**src/rtl/heading_arbiter_if.sv**
```systemverilog
// heading_arbiter_if
//   Bundles the two operator stations' request/confirm/data lines and the
//   arbiter's grant, handshake-pulse and P/Q write-path outputs.
//   master : station side (drives req/cfm/data, observes everything else)
//   slave  : arbiter side (observes req/cfm/data, drives everything else)
//   Signals:
//     req0/req1   station request keys (level)
//     cfm0/cfm1   station confirm keys (level)
//     data0/data1 station bytes; bit7 = destination (0=P, 1=Q), bits6:0 = payload
//     gnt0/gnt1   station owns the datapath
//     ack0/ack1   one-cycle pulse, write committed
//     nak0/nak1   one-cycle pulse, transaction aborted
//     en_P/en_Q   single-cycle write enables to the P/Q register
//     dout        payload to the P/Q register data input
//     state       current FSM state code
interface heading_arbiter_if;
  logic       req0;
  logic       cfm0;
  logic [7:0] data0;
  logic       req1;
  logic       cfm1;
  logic [7:0] data1;
  logic       gnt0;
  logic       gnt1;
  logic       ack0;
  logic       ack1;
  logic       nak0;
  logic       nak1;
  logic       en_P;
  logic       en_Q;
  logic [6:0] dout;
  logic [2:0] state;

  modport master (
    output req0, cfm0, data0, req1, cfm1, data1,
    input  gnt0, gnt1, ack0, ack1, nak0, nak1, en_P, en_Q, dout, state
  );

  modport slave (
    input  req0, cfm0, data0, req1, cfm1, data1,
    output gnt0, gnt1, ack0, ack1, nak0, nak1, en_P, en_Q, dout, state
  );
endinterface

```
**src/rtl/heading_arbiter.sv**
```systemverilog
// heading_arbiter
//   Shares the heading P/Q register write path between two operator stations.
//   Round-robin grant, byte latched at grant, waits for the owner's confirm,
//   then issues a one-cycle P or Q write enable with ack, or a nak on
//   abort/timeout. The grant is held until the owner releases its request key
//   so a held key cannot re-trigger.
//   Ports:
//     clock  system clock, posedge
//     reset  synchronous active-high reset
//     bus    heading_arbiter_if.slave (station keys/data in, grants/pulses/write path out)
//   Parameter:
//     TIMEOUT  cycles spent waiting for confirm before aborting (1..255)
module heading_arbiter #(
  parameter int TIMEOUT = 15
) (
  input logic              clock,
  input logic              reset,
  heading_arbiter_if.slave bus
);

  localparam logic [2:0] IDLE     = 3'd0;
  localparam logic [2:0] WAIT_CFM = 3'd1;
  localparam logic [2:0] COMMIT   = 3'd2;
  localparam logic [2:0] ABORT    = 3'd3;
  localparam logic [2:0] RELEASE  = 3'd4;

  // Timer value on the edge where the wait has lasted TIMEOUT cycles.
  localparam logic [7:0] TIMER_LAST = 8'(TIMEOUT - 1);

  logic [2:0] state_reg, state_next;
  logic       owner_reg, owner_next;
  logic       last_reg, last_next;
  logic [7:0] hold_reg, hold_next;
  logic [7:0] timer_reg, timer_next;

  logic [1:0] req_vec;
  logic [1:0] cfm_vec;
  logic       req_own;
  logic       cfm_own;
  logic       grant_valid;
  logic       grant_ch;
  logic       active;

  assign req_vec = {bus.req1, bus.req0};
  assign cfm_vec = {bus.cfm1, bus.cfm0};
  assign req_own = req_vec[owner_reg];
  assign cfm_own = cfm_vec[owner_reg];

  // A tie goes to the channel that was not served last; a lone request
  // simply wins (req_vec[1] is 1 only when channel 1 is the requester).
  assign grant_valid = |req_vec;
  assign grant_ch    = (req_vec == 2'b11) ? ~last_reg : req_vec[1];

  always_comb begin
    state_next = state_reg;
    owner_next = owner_reg;
    last_next  = last_reg;
    hold_next  = hold_reg;
    timer_next = timer_reg;
    case (state_reg)
      IDLE: begin
        if (grant_valid) begin
          owner_next = grant_ch;
          hold_next  = grant_ch ? bus.data1 : bus.data0;
          timer_next = 8'd0;
          state_next = WAIT_CFM;
        end
      end
      WAIT_CFM: begin
        // Confirm beats a simultaneous key release.
        if (cfm_own) begin
          state_next = COMMIT;
        end else if (!req_own) begin
          state_next = ABORT;
        end else if (timer_reg == TIMER_LAST) begin
          state_next = ABORT;
        end else begin
          timer_next = timer_reg + 8'd1;
        end
      end
      COMMIT:  state_next = RELEASE;
      ABORT:   state_next = RELEASE;
      RELEASE: begin
        if (!req_own) begin
          last_next  = owner_reg;
          state_next = IDLE;
        end
      end
      default: state_next = IDLE;
    endcase
  end

  always_ff @(posedge clock) begin
    if (reset) begin
      state_reg <= IDLE;
      owner_reg <= 1'b0;
      last_reg  <= 1'b1;
      hold_reg  <= 8'd0;
      timer_reg <= 8'd0;
    end else begin
      state_reg <= state_next;
      owner_reg <= owner_next;
      last_reg  <= last_next;
      hold_reg  <= hold_next;
      timer_reg <= timer_next;
    end
  end

  // Outputs are pure decodes of registered state, so they are glitch-free
  // and all read zero straight after reset.
  assign active = (state_reg == WAIT_CFM) || (state_reg == COMMIT) ||
                  (state_reg == ABORT)    || (state_reg == RELEASE);

  logic [1:0] gnt_vec;
  logic [1:0] ack_vec;
  logic [1:0] nak_vec;

  for (genvar gi = 0; gi < 2; gi++) begin : g_chan
    assign gnt_vec[gi] = active && (owner_reg == 1'(gi));
    assign ack_vec[gi] = (state_reg == COMMIT) && (owner_reg == 1'(gi));
    assign nak_vec[gi] = (state_reg == ABORT)  && (owner_reg == 1'(gi));
  end

  assign bus.gnt0  = gnt_vec[0];
  assign bus.gnt1  = gnt_vec[1];
  assign bus.ack0  = ack_vec[0];
  assign bus.ack1  = ack_vec[1];
  assign bus.nak0  = nak_vec[0];
  assign bus.nak1  = nak_vec[1];
  assign bus.en_P  = (state_reg == COMMIT) && !hold_reg[7];
  assign bus.en_Q  = (state_reg == COMMIT) &&  hold_reg[7];
  assign bus.dout  = hold_reg[6:0];
  assign bus.state = state_reg;

endmodule

```
**src/flat_wrapper.sv**
```systemverilog
// flat-port wrapper written by rule: the top's interface ports become plain ports
module heading_arbiter_flat 
#(
  parameter int TIMEOUT = 15
)
  (clock, reset, bus_req0, bus_cfm0, bus_data0, bus_req1, bus_cfm1, bus_data1, bus_gnt0, bus_gnt1, bus_ack0, bus_ack1, bus_nak0, bus_nak1, bus_en_P, bus_en_Q, bus_dout, bus_state);
  heading_arbiter_if bus_i ();
  input logic clock;
  input logic reset;
  input wire logic [$bits(bus_i.req0)-1:0] bus_req0;
  input wire logic [$bits(bus_i.cfm0)-1:0] bus_cfm0;
  input wire logic [$bits(bus_i.data0)-1:0] bus_data0;
  input wire logic [$bits(bus_i.req1)-1:0] bus_req1;
  input wire logic [$bits(bus_i.cfm1)-1:0] bus_cfm1;
  input wire logic [$bits(bus_i.data1)-1:0] bus_data1;
  output wire logic [$bits(bus_i.gnt0)-1:0] bus_gnt0;
  output wire logic [$bits(bus_i.gnt1)-1:0] bus_gnt1;
  output wire logic [$bits(bus_i.ack0)-1:0] bus_ack0;
  output wire logic [$bits(bus_i.ack1)-1:0] bus_ack1;
  output wire logic [$bits(bus_i.nak0)-1:0] bus_nak0;
  output wire logic [$bits(bus_i.nak1)-1:0] bus_nak1;
  output wire logic [$bits(bus_i.en_P)-1:0] bus_en_P;
  output wire logic [$bits(bus_i.en_Q)-1:0] bus_en_Q;
  output wire logic [$bits(bus_i.dout)-1:0] bus_dout;
  output wire logic [$bits(bus_i.state)-1:0] bus_state;
  assign bus_i.req0 = bus_req0;
  assign bus_i.cfm0 = bus_cfm0;
  assign bus_i.data0 = bus_data0;
  assign bus_i.req1 = bus_req1;
  assign bus_i.cfm1 = bus_cfm1;
  assign bus_i.data1 = bus_data1;
  assign bus_gnt0 = bus_i.gnt0;
  assign bus_gnt1 = bus_i.gnt1;
  assign bus_ack0 = bus_i.ack0;
  assign bus_ack1 = bus_i.ack1;
  assign bus_nak0 = bus_i.nak0;
  assign bus_nak1 = bus_i.nak1;
  assign bus_en_P = bus_i.en_P;
  assign bus_en_Q = bus_i.en_Q;
  assign bus_dout = bus_i.dout;
  assign bus_state = bus_i.state;
  heading_arbiter #(.TIMEOUT(TIMEOUT)) u_core (.clock(clock), .reset(reset), .bus(bus_i));
endmodule
```
**config.mk**
```make
export PLATFORM = sky130hd
export DESIGN_NAME = heading_arbiter_flat
export DESIGN_NICKNAME = d
export VERILOG_FILES = /design/src/rtl/heading_arbiter_if.sv /design/src/rtl/heading_arbiter.sv /design/src/flat_wrapper.sv
export SDC_FILE = /design/constraint.sdc
export NUM_CORES = 1
export LEC_CHECK = 0
export ABC_AREA = 0
export CAP_MARGIN = 20
export CORE_MARGIN = 1.5
export CORE_UTILIZATION = 64
export CTS_BUF_LIST = sky130_fd_sc_hd__clkbuf_4 sky130_fd_sc_hd__clkbuf_8
export DETAILED_ROUTE_END_ITERATION = 10
export DONT_BUFFER_PORTS = 1
export PLACE_DENSITY = 0.87
export SYNTH_ARGS = -nofsm -noshare
export SYNTH_HDL_FRONTEND = slang
export SYNTH_SLANG_ARGS = --single-unit
```
**constraint.sdc**
```tcl
create_clock -name clock -period 2.5 [get_ports clock]
set_input_delay 0.375 -clock clock [delete_from_list [all_inputs] [get_ports clock]]
set_output_delay 0.375 -clock clock [all_outputs]
set_load 0.005 [all_outputs]
```
==> run summary, run 1 <==
outcome: finished clean
cell area after layout: 1152 um2
antenna diode count: 0
RD Place Congestion: 0.7845
cells on worst reg2reg path: 5
endpoint required time on the critical path: 2740 ps
most used routing layer in global routing: met2
count of unresolved DRC violations after routing: 0
Worst Hold Slack: 119.7 ps
worst rel slew slack: 0.7465
floorplan core area: 1708 um2
overall chip area: 2079 um2
yosys synthesis chip area: 1161 um2
beginning of the critical path: u_core.bus.state[0]
global-route track usage on met3: 0.04762
end of the worst register-to-register path: u_core.timer_reg[4]
number of antenna violations at the first check in global routing: 0
Mux area share: 0.07866
power per cell area: 641.6 nW/um2
first-pass GRT wire length: 3284 um
count of routing violations after the opening detailed-route iteration: 15
number of nets in the layout: 154
min-delay worst type: in2reg
endpoint type of the worst setup path: flop
gate count of the mapped netlist: 136
Pre-antenna DRT Iters: 5
tally of buffers added on design ports: 0
Tcrit/Tclk final: 0.8877
buffer type at the clock tree root: clkbuf_4
Max FO, Critical Path: 9
maximum clock skew at final layout: 10.80 ps
clk ins delay skew pair: 310 ps
worst endpoint data arrival time: 2460 ps
Max Clk Rate: 450.6 MHz
average detailed-routed wire length per instance: 14.15 um
CTS Hold Buffers Added: 0
unrepaired setup endpoints after global routing: false
Seq share, synth: 0.3621
clock period minus worst slack: 2219 ps
and-or/or-and share of the synthesized area: 0.1907
Tightest Pin Transition: 379.1 ps
share of cells above drive strength 1: 0.07752
cell count after placement: 150
area fraction in full adders, half adders and majority gates: 0.02155
Power Total: 0.7393 mW
Cells on Worst Hold Path: 1
post-route worst setup slack: 280.8 ps
sequential share of power: 0.544
via count: 931
source of the worst hold timing path: reset
total global routing track utilization: 0.2170
total negative slack: 0 ps
share of synthesized cell area in and, or, nand and nor gates: 0.2543
Synthesized Nets: 160
synth warn: 0
remaining number of nets flagged by the antenna check after routing: 0
Area growth syn-to-layout: -0.7539%
Pre-Place Util: 0.6799
number of clock buffers inserted by TritonCTS: 3
Pint: 0.5009 mW
register cell area after layout: 420.4 um2
number of enable flip-flop cells: 0
Synth Cell Area: 1161 um2
top-level I/O count: 40
Critical Path Source Type: flop
number of hold violations in the final report: 0
die outline width: 45.60 um
placed wire-length estimate: 1545 um
CTS H-Tree Depth: 1
number of fill cells: 131
clock input transition at the sequential cells of the worst setup and hold paths: 120 ps
Avg Synthesized Cell Area: 8.538 um2
final standard cell utilization of the core: 0.6747
final tally of setup violations: 0
die height: 45.60 um
Min-Delay Endpoint: u_core.hold_reg[7]
Dominant Register Cell: dfxtp_1
vias in the first global route: 806
clock tree from TritonCTS: yes
global route total overflow: 0
combinational gate area: 650.6 um2
Maximum Capacitance Violations: 0
number of slew-limit violations in the final report: 0
number of clock sinks: 21
share of Yosys cell area claimed by the top area cell type: 0.3621
main logic family after synthesis: simple AND/OR/NAND/NOR gates
Tool Warnings: 27
run 1: layer usage:
layer / vias up / wire length, um
li1: 472 / -
met1: 415 / 913
met2: 40 / 1057
met3: 4 / 178
met4: 0 / 29
met5: - / 0
run 1: power by group through the flow:
stage | registers, mW | clock network [mW] | logic (mW)
5_1_grt | 0.408 | 0.182 | 0.197
6_report | 0.402 | 0.163 | 0.175
3_3_place_gp | 0.408 | 0 | 0.170
4_1_cts | 0.403 | 0.171 | 0.176
2_1_floorplan | 0.399 | 0 | 0.187
3_5_place_dp | 0.410 | 0 | 0.175
run 1: cells by family (layout without fill, tap and decap cells):
| logic type | count (synthesis) | count (layout) |
|---|---|---|
| and+or+nand+nor | 55 | 55 |
| xor gates and xnor gates | 2 | 2 |
| AOI/OAI and AO/OA | 32 | 32 |
| muxes | 9 | 9 |
| buffers and inverters | 15 | 8 |
| adders and majority gates | 2 | 2 |
| DFF | 21 | 21 |
run 1: placed cells by master, fill, tap and decap left out, types with 3 or more instances in the layout:
cell type | netlist | routed
or3b_1 | 3 | 3
a211oi_1 | 9 | 9
and3_1 | 6 | 6
or3_1 | 3 | 3
clkbuf_4 | 0 | 3
nor2b_1 | 3 | 3
nand2_1 | 7 | 7
a21oi_1 | 7 | 7
mux2i_1 | 8 | 8
o21ai_0 | 7 | 7
dfxtp_1 | 21 | 21
nor2_1 | 20 | 20
a31oi_1 | 3 | 3
run 1: cell type report:
cell class                 count  area share
clock buffer                   3     0.01954
clock inverter                 1    0.004343
inverter                       2    0.006515
multi-input combinational    100      0.5646
sequential                    21      0.3648
tap                           25     0.02714
timing repair buffer           2     0.01303
run 1: critical path: stages, from the launching register on:
cell	delay, ps
dfxtp_1	450
or3b_1	540
a211oi_4	430
nand3_4	130
or4b_1	480
a21oi_1	130
==> run_1/registers.png <==
Scale: 8 px per um. Other sequential cells in the stronger grey, the rest of the logic in the fainter grey.
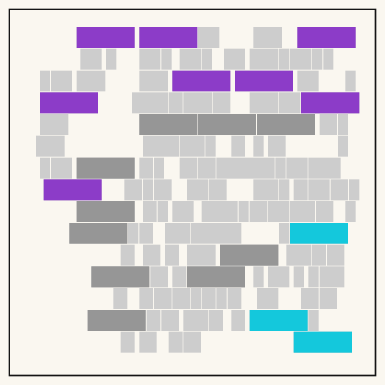
u_core.bus.state -> cyan  # placed flops 3
u_core.hold_reg -> purple  # placed flops 8
not coloured = 10

==> run_1/port_nets.png <==
Scale: 8 px per um.
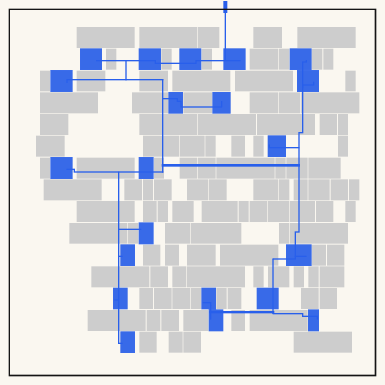
reset -> blue  # bits 1, direction input, end cells 21, wire 175 um

==> run_1/gate_families.png <==
Scale: 10 px per um.
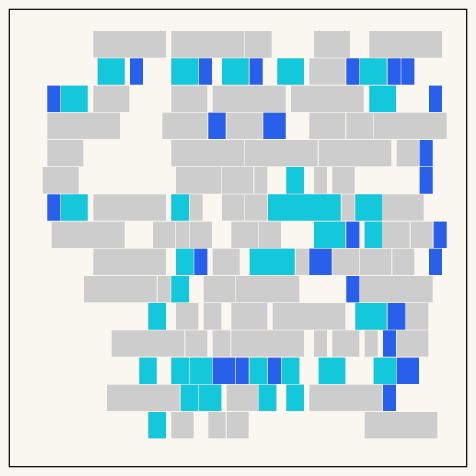
inverting AOI/OAI gates -> cyan  # cells 31, most used a211oi_1
NOR gates -> blue  # cells 26, most used nor2_1
final cell count without fillers: 154
fraction of standard cell area in multi-input logic: 0.5646
most numerous logic cell after layout: dfxtp_1

--- run 2 (diff from run 1) ---
Settings changed: SKIP_CTS_REPAIR_TIMING set to 1.
==> run_2/density.png <==
Scale: 6 px per um. 9 x 9 tiles, from dark purple (low) to yellow (high), 0 to 100% covered.
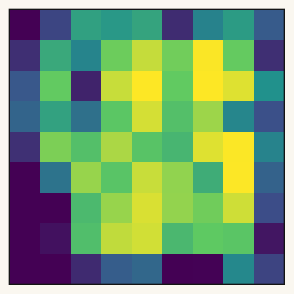
tiles over 75% full = 35%
nearly empty tiles = 11%
densest ninth of the die = centre
mean over tiles = 54%
emptiest ninth of the die = lower left
floorplan core area: 1708 um2
final standard cell utilization of the core: 0.6747
Pre-Place Util: 0.6799

==> run_2/registers.png <==
Scale: 8 px per um. Other sequential cells in the stronger grey, the rest of the logic in the fainter grey.
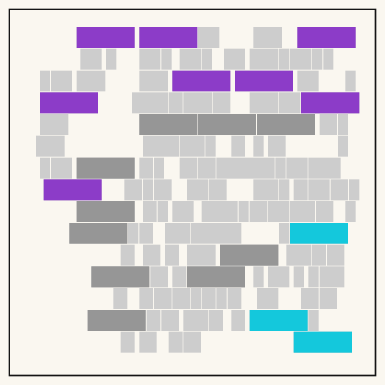
u_core.bus.state -> cyan  # placed flops 3
u_core.hold_reg -> purple  # placed flops 8
not coloured = 10
fraction of area in registers: 0.3648
sequential logic power: 0.402 mW

==> run 2 against run 1 <==
Against the previous run: synthesized cell count is the same; sequential share of layout area stayed put; non-clock buffer count is the same; critical path depth did not move; flip-flop count is the same; core utilization unchanged; first-iteration DRC count unchanged; largest power group unchanged.
==> run summary, run 2 <==
combinational group power: 0.175 mW (about the same)
yosys synthesis chip area: 1161 um2 (unchanged)
number of hold violations in the final report: 0 (unchanged)
largest power group: sequential cells
CTS H-Tree Depth: 1 (unchanged)
first-pass GRT wire length: 3284 um (unchanged)
Tool Warnings: 27 (unchanged)
number of clock buffers inserted by TritonCTS: 3 (unchanged)
leakage power: 0.4266 nW
number of slew-limit violations in the final report: 0 (unchanged)
clock tree from TritonCTS: yes
Synthesized Nets: 160 (unchanged)
power per cell area: 641.6 nW/um2 (unchanged)
number of buffers between clock root and the deepest sink: 2
endpoint required time on the critical path: 2740 ps (about the same)
worst endpoint data arrival time: 2460 ps (about the same)
antenna diode count: 0 (unchanged)
number of clock sinks: 21 (unchanged)
Critical Path Source Type: flop
buffer type at the clock tree root: clkbuf_4
most frequent cells in the layout: 21 x dfxtp_1, 20 x nor2_1, 9 x a211oi_1
count of routing violations after the opening detailed-route iteration: 15 (unchanged)
count of unresolved DRC violations after routing: 0 (unchanged)
top-level I/O count: 40 (unchanged)
Max Clk Rate: 450.6 MHz (unchanged)
vias in the first global route: 806 (unchanged)
relative contribution of the clock network to total power: 0.220
share of Yosys cell area claimed by the top area cell type: 0.3621 (unchanged)
RD Place Congestion: 0.7845 (unchanged)
remaining number of nets flagged by the antenna check after routing: 0 (unchanged)
number of nets in the layout: 154 (unchanged)
Maximum Capacitance Violations: 0 (unchanged)
total negative slack: 0 ps (unchanged)
die height: 45.60 um (unchanged)
Tightest Pin Transition: 379.1 ps (unchanged)
Synth area leader: dfxtp_1
maximum clock skew at final layout: 10.80 ps (unchanged)
clock input transition at the sequential cells of the worst setup and hold paths: 120 ps (about the same)
Synth Cell Area: 1161 um2 (unchanged)
endpoint type of the worst setup path: flop
clock distribution power: 0.163 mW (about the same)
Seq share, synth: 0.3621 (unchanged)
FP Rows: 15
clk ins delay skew pair: 310 ps (about the same)
synth warn: 0 (unchanged)
min-delay worst type: in2reg
final tally of setup violations: 0 (unchanged)
routed wire length: 2179 um
Tcrit/Tclk final: 0.8877 (unchanged)
share of cells above drive strength 1: 0.07752 (unchanged)
total global routing track utilization: 0.2170 (unchanged)
most numerous logic cell after layout: dfxtp_1
die outline width: 45.60 um (unchanged)
Worst Hold Slack: 119.7 ps (unchanged)
tally of buffers added on design ports: 0 (unchanged)
number of antenna violations at the first check in global routing: 0 (unchanged)
global route total overflow: 0 (unchanged)
overall chip area: 2079 um2 (unchanged)
number of fill cells: 131 (unchanged)
worst rel slew slack: 0.7465 (unchanged)
Dominant Register Cell: dfxtp_1
register cell area after layout: 420.4 um2 (unchanged)
cell area after layout: 1152 um2 (unchanged)
Area growth syn-to-layout: -0.7539% (unchanged)
sequential share of power: 0.544 (about the same)
clock period minus worst slack: 2219 ps (unchanged)
outcome: finished clean
placed wire-length estimate: 1545 um (unchanged)
gate count of the mapped netlist: 136 (unchanged)
Pre-antenna DRT Iters: 5 (unchanged)
number of enable flip-flop cells: 0 (unchanged)
Max FO, Critical Path: 9 (unchanged)
unrepaired setup endpoints after global routing: false
==> run 2: cell counts after synthesis <==
Identical to the previous run, type by type.
==> run 2: worst max-delay path: stages, from the launching register on <==
cell	delay, ps
dfxtp_1	450
or3b_1	540
a211oi_4	430
nand3_4	130
or4b_1	480
a21oi_1	130
==> run 2: final cells by class <==
cell class | count | share of cell area
clock buffer | 3 | 0.01954
clock inverter | 1 | 0.004343
inverter | 2 | 0.006515
multi-input combinational | 100 | 0.5646
sequential | 21 | 0.3648
tap | 25 | 0.02714
timing repair buffer | 2 | 0.01303
==> run 2: cells by family after synthesis <==
family | Yosys count | share of synthesized area
multiplexers | 9 | 0.07867
AND/OR/NAND/NOR | 55 | 0.2543
adder cells (fa/ha/maj) | 2 | 0.02155
XOR/XNOR | 2 | 0.01509
flip-flops | 21 | 0.3621
buffers and inverters | 15 | 0.07758
AND-OR/OR-AND | 32 | 0.1907
==> run 2: worst paths after layout <==
| check | startpoint | to | cells past startpoint |
|---|---|---|---|
| hold / removal | reset | u_core.hold_reg[7] | 1 |
| setup / recovery | u_core.bus.state[0] | u_core.timer_reg[4] | 5 |
| hold reg to reg | u_core.timer_reg[7] | u_core.timer_reg[7] | 2 |
| setup reg to reg | u_core.bus.state[0] | u_core.timer_reg[4] | 5 |
==> run 2: metal layers <==
metal  vias up  wire [um]  track usage  part of all wire
met5         -          0            0                 0
met4         0         29      0.09412             0.013
met3         4        178      0.04762             0.082
met2        40       1057       0.3662              0.49
met1       415        913       0.2616              0.42
li1        472          -            -                 -
==> run 2: metrics by stage <==
stage               power, mW  std cells
floorplan              0.5852        136
global placement       0.5782        150
detailed placement     0.5849        150
CTS                    0.7491        154
global route           0.7866        154
finish                 0.7393        154
==> run_2/gate_families.png <==
Scale: 10 px per um.
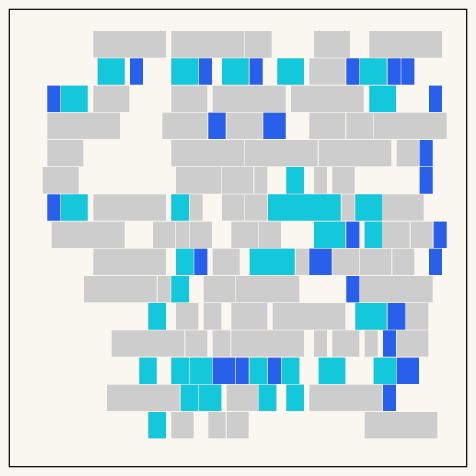

--- run 3 (diff from run 2) ---
Settings changed: CAP_MARGIN 20 to not set, PLACE_DENSITY 0.87 to not set, PLACE_DENSITY_LB_ADDON set to 0.1.
==> run_3/gate_families.png <==
Scale: 10 px per um.
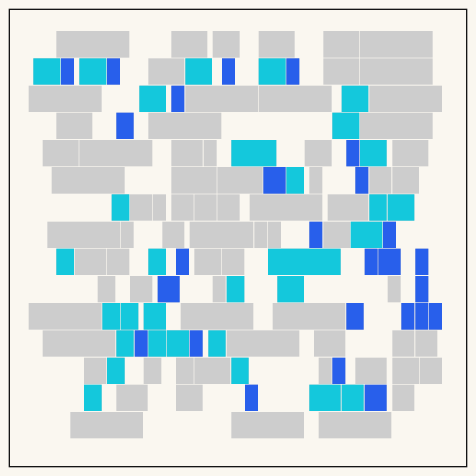
inverting AOI/OAI gates -> cyan  # cells 31, most used a211oi_1
NOR gates -> blue  # cells 26, most used nor2_1, where all over the die

==> run_3/final_clocks.png <==
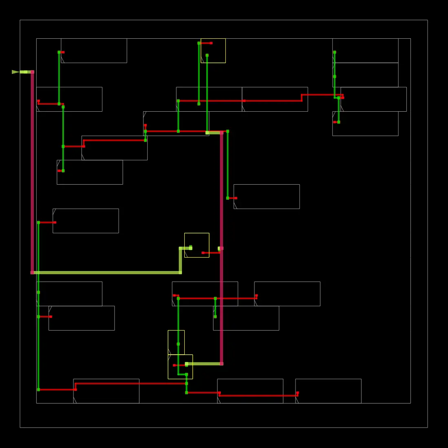
sequential cells: 21
number of clock buffers inserted by TritonCTS: 3
clk ins delay skew pair: 310 ps

==> run 3 against run 2 <==
Against the previous run: worst hold slack got worse by 3.3 ps; flip-flop count did not move; critical endpoint unchanged; sequential power hardly changed; largest cell class unchanged; die area did not move; area after synthesis unchanged; cell count stayed put; critical path type unchanged.
==> run summary, run 3 <==
instance area after placement: 1125 um2
endpoint required time on the critical path: 2750 ps (about the same)
detailed route wirelength on metal3: 114 um (-36%)
floorplan core area: 1708 um2 (unchanged)
share of synthesized cell area in and, or, nand and nor gates: 0.2543 (unchanged)
routed wire length: 2072 um (-4.9%)
worst rel slew slack: 0.7529 (+0.006394)
Tcrit/Tclk final: 0.8813 (-0.006386)
clock period minus worst slack: 2203 ps (-15.97 ps)
endpoint type of the worst setup path: flop
area fraction in full adders, half adders and majority gates: 0.02155 (unchanged)
Synth Cell Area: 1161 um2 (unchanged)
Critical Path Source Type: flop
Synth area leader: dfxtp_1
total global routing track utilization: 0.2048 (-0.01229)
final cell count without fillers: 154 (unchanged)
Cells on Worst Hold Path: 1 (unchanged)
Tightest Pin Transition: 369.5 ps (-9.560 ps)
min-delay worst type: in2reg
and-or/or-and share of the synthesized area: 0.1907 (unchanged)
worst supply voltage drop on vdd: 368.5 uV
global-route track usage on met1: 0.2641 (+0.002445)
post-synthesis xor/xnor area fraction: 0.01509 (unchanged)
power per cell area: 641.9 nW/um2 (about the same)
buffer type at the clock tree root: clkbuf_4
synth warn: 0 (unchanged)
count of instantiated cells in the yosys netlist: 136
number of buffers between clock root and the deepest sink: 2 (unchanged)
vias in the first global route: 685 (-15%)
die height: 45.60 um (unchanged)
number of slew-limit violations in the final report: 0 (unchanged)
most used routing layer in global routing: met2
number of fill cells: 154 (+18%)
cell count after placement: 150 (unchanged)
reg2reg start: u_core.bus.state[0]
share of cells above drive strength 1: 0.07752 (unchanged)
maximum clock skew at final layout: 6.472 ps (-4.333 ps)
Seq cells post-synth: 21
number of different library cells in the post-synthesis netlist: 35
Synth area leaders: dfxtp_1 36%, mux2i_1 6.9%, nor2_1 6.5%
pin count of the biggest net entering global routing: 22
gate count of the mapped netlist: 136 (unchanged)
Tool Warnings: 27 (unchanged)
Avg Vias per Cell: 5.981
antenna diode count: 0 (unchanged)
average detailed-routed wire length per instance: 13.45 um
Pre-Place Util: 0.6799 (unchanged)
most numerous cell types in the synthesized netlist: 21 x dfxtp_1, 20 x nor2_1, 9 x a211oi_1
final tally of setup violations: 0 (unchanged)
share of Yosys cell area claimed by the top area cell type: 0.3621 (unchanged)
placed wire-length estimate: 1540 um (-0.34%)
Avg Synthesized Cell Area: 8.538 um2
overall chip area: 2079 um2 (unchanged)
Min-Delay Endpoint: u_core.owner_reg
most numerous logic cell after layout: dfxtp_1
unrepaired setup endpoints after global routing: false
source of the worst hold timing path: reset
uppermost signal routing layer after detailed routing: met4
number of hold violations in the final report: 0 (unchanged)
outcome: finished clean
Dominant Register Cell: dfxtp_1
Setup Crit Path Kind: reg2reg
Power Total: 0.7397 mW (about the same)
end of the worst register-to-register path: u_core.timer_reg[4]
cells on worst reg2reg path: 5 (unchanged)
FP Rows: 15 (unchanged)
worst endpoint data arrival time: 2450 ps (about the same)
post-route met1 wirelength: 928 um (+1.6%)
main logic family after synthesis: simple AND/OR/NAND/NOR gates
remaining number of nets flagged by the antenna check after routing: 0 (unchanged)
Seq share, synth: 0.3621 (unchanged)
clock input transition at the sequential cells of the worst setup and hold paths: 110 ps (about the same)
cell with the most instances after synthesis: dfxtp_1
number of antenna violations at the first check in global routing: 0 (unchanged)
met2 track demand over resource in global routing: 0.3155 (-0.05070)
Area growth syn-to-layout: -0.7539% (unchanged)
Max Clk Rate: 453.9 MHz (+0.72%)
count of unresolved DRC violations after routing: 0 (unchanged)
post-route worst setup slack: 296.8 ps
Synthesized Nets: 160 (unchanged)
Maximum Capacitance Violations: 0 (unchanged)
post-placement setup slack: 320.8 ps
total negative slack: 0 ps (unchanged)
leakage power: 0.4266 nW (unchanged)
count of routing violations after the opening detailed-route iteration: 21 (+6)
top-level I/O count: 40 (unchanged)
RD Place Congestion: 0.8366 (+6.6%)
die outline width: 45.60 um (unchanged)
most frequent cells in the layout: 21 x dfxtp_1, 20 x nor2_1, 9 x a211oi_1
yosys synthesis chip area: 1161 um2 (unchanged)
tally of buffers added on design ports: 0 (unchanged)
Reg2Reg Setup Slack: 300 ps
via count: 921
Max FO, Critical Path: 9 (unchanged)
clock tree from TritonCTS: yes
Pre-antenna DRT Iters: 4 (-1)
cell area after layout: 1152 um2 (unchanged)
Mux area share: 0.07866 (unchanged)
number of nets in the layout: 154 (unchanged)
FFs w/ async S/R, synth: 0
met2 wire len: 981 um (-7.2%)
number of enable flip-flop cells: 0 (unchanged)
global-route track usage on met3: 0.03571 (-0.01190)
CTS H-Tree Depth: 1 (unchanged)
global route total overflow: 0 (unchanged)
number of clock sinks: 21 (unchanged)
first-pass GRT wire length: 2973 um (-9.5%)
==> run 3: cell type report <==
| class | instances | area (um2) | area share |
|---|---|---|---|
| multi-input cells | 100 | 650.6 | 0.5646 |
| flip-flops and latches | 21 | 420.4 | 0.3648 |
| well taps | 25 | 31.28 | 0.02714 |
| clock buffers | 3 | 22.52 | 0.01954 |
| repair buffers | 2 | 15.01 | 0.01303 |
| inverters | 2 | 7.507 | 0.006515 |
| clock inverters | 1 | 5.005 | 0.004343 |
==> run 3: critical path, cell delays in order, from the launching register on <==
cell and delay [ps]:
dfxtp_1 450, or3b_1 540, a211oi_4 420, nand3_4 140
or4b_1 470, a21oi_1 120
==> run 3: where the power goes <==
group / internal, mW / leakage [nW] / switching (mW)
Sequential: 0.369 / 0.172 / 0.0343
Combinational: 0.0719 / 0.237 / 0.102
Clock: 0.0598 / 0.0177 / 0.102
Total: 0.501 / 0.427 / 0.239
==> run 3: worst max-delay path by stage <==
stage / depth (start not counted) / startpoint / endpoint
after detailed placement: 5 / u_core.bus.state[0] / u_core.timer_reg[4]
after global placement: 5 / u_core.bus.state[0] / u_core.timer_reg[4]
after CTS: 5 / u_core.bus.state[0] / u_core.timer_reg[4]
after global routing: 5 / u_core.bus.state[0] / u_core.timer_reg[1]
final: 5 / u_core.bus.state[0] / u_core.timer_reg[4]
after floorplan: 6 / u_core.bus.state[0] / u_core.timer_reg[4]
==> run 3: stage by stage <==
step           hold slack [ps]    util
3_5_place_dp             448.7  0.6586
6_report                 116.4  0.6747
4_1_cts                  103.4  0.6747
3_3_place_gp             446.5  0.6586
5_1_grt                  93.19  0.6747
2_1_floorplan            446.6       -
No activity file was given, so power comes from the tool's default toggle rates.
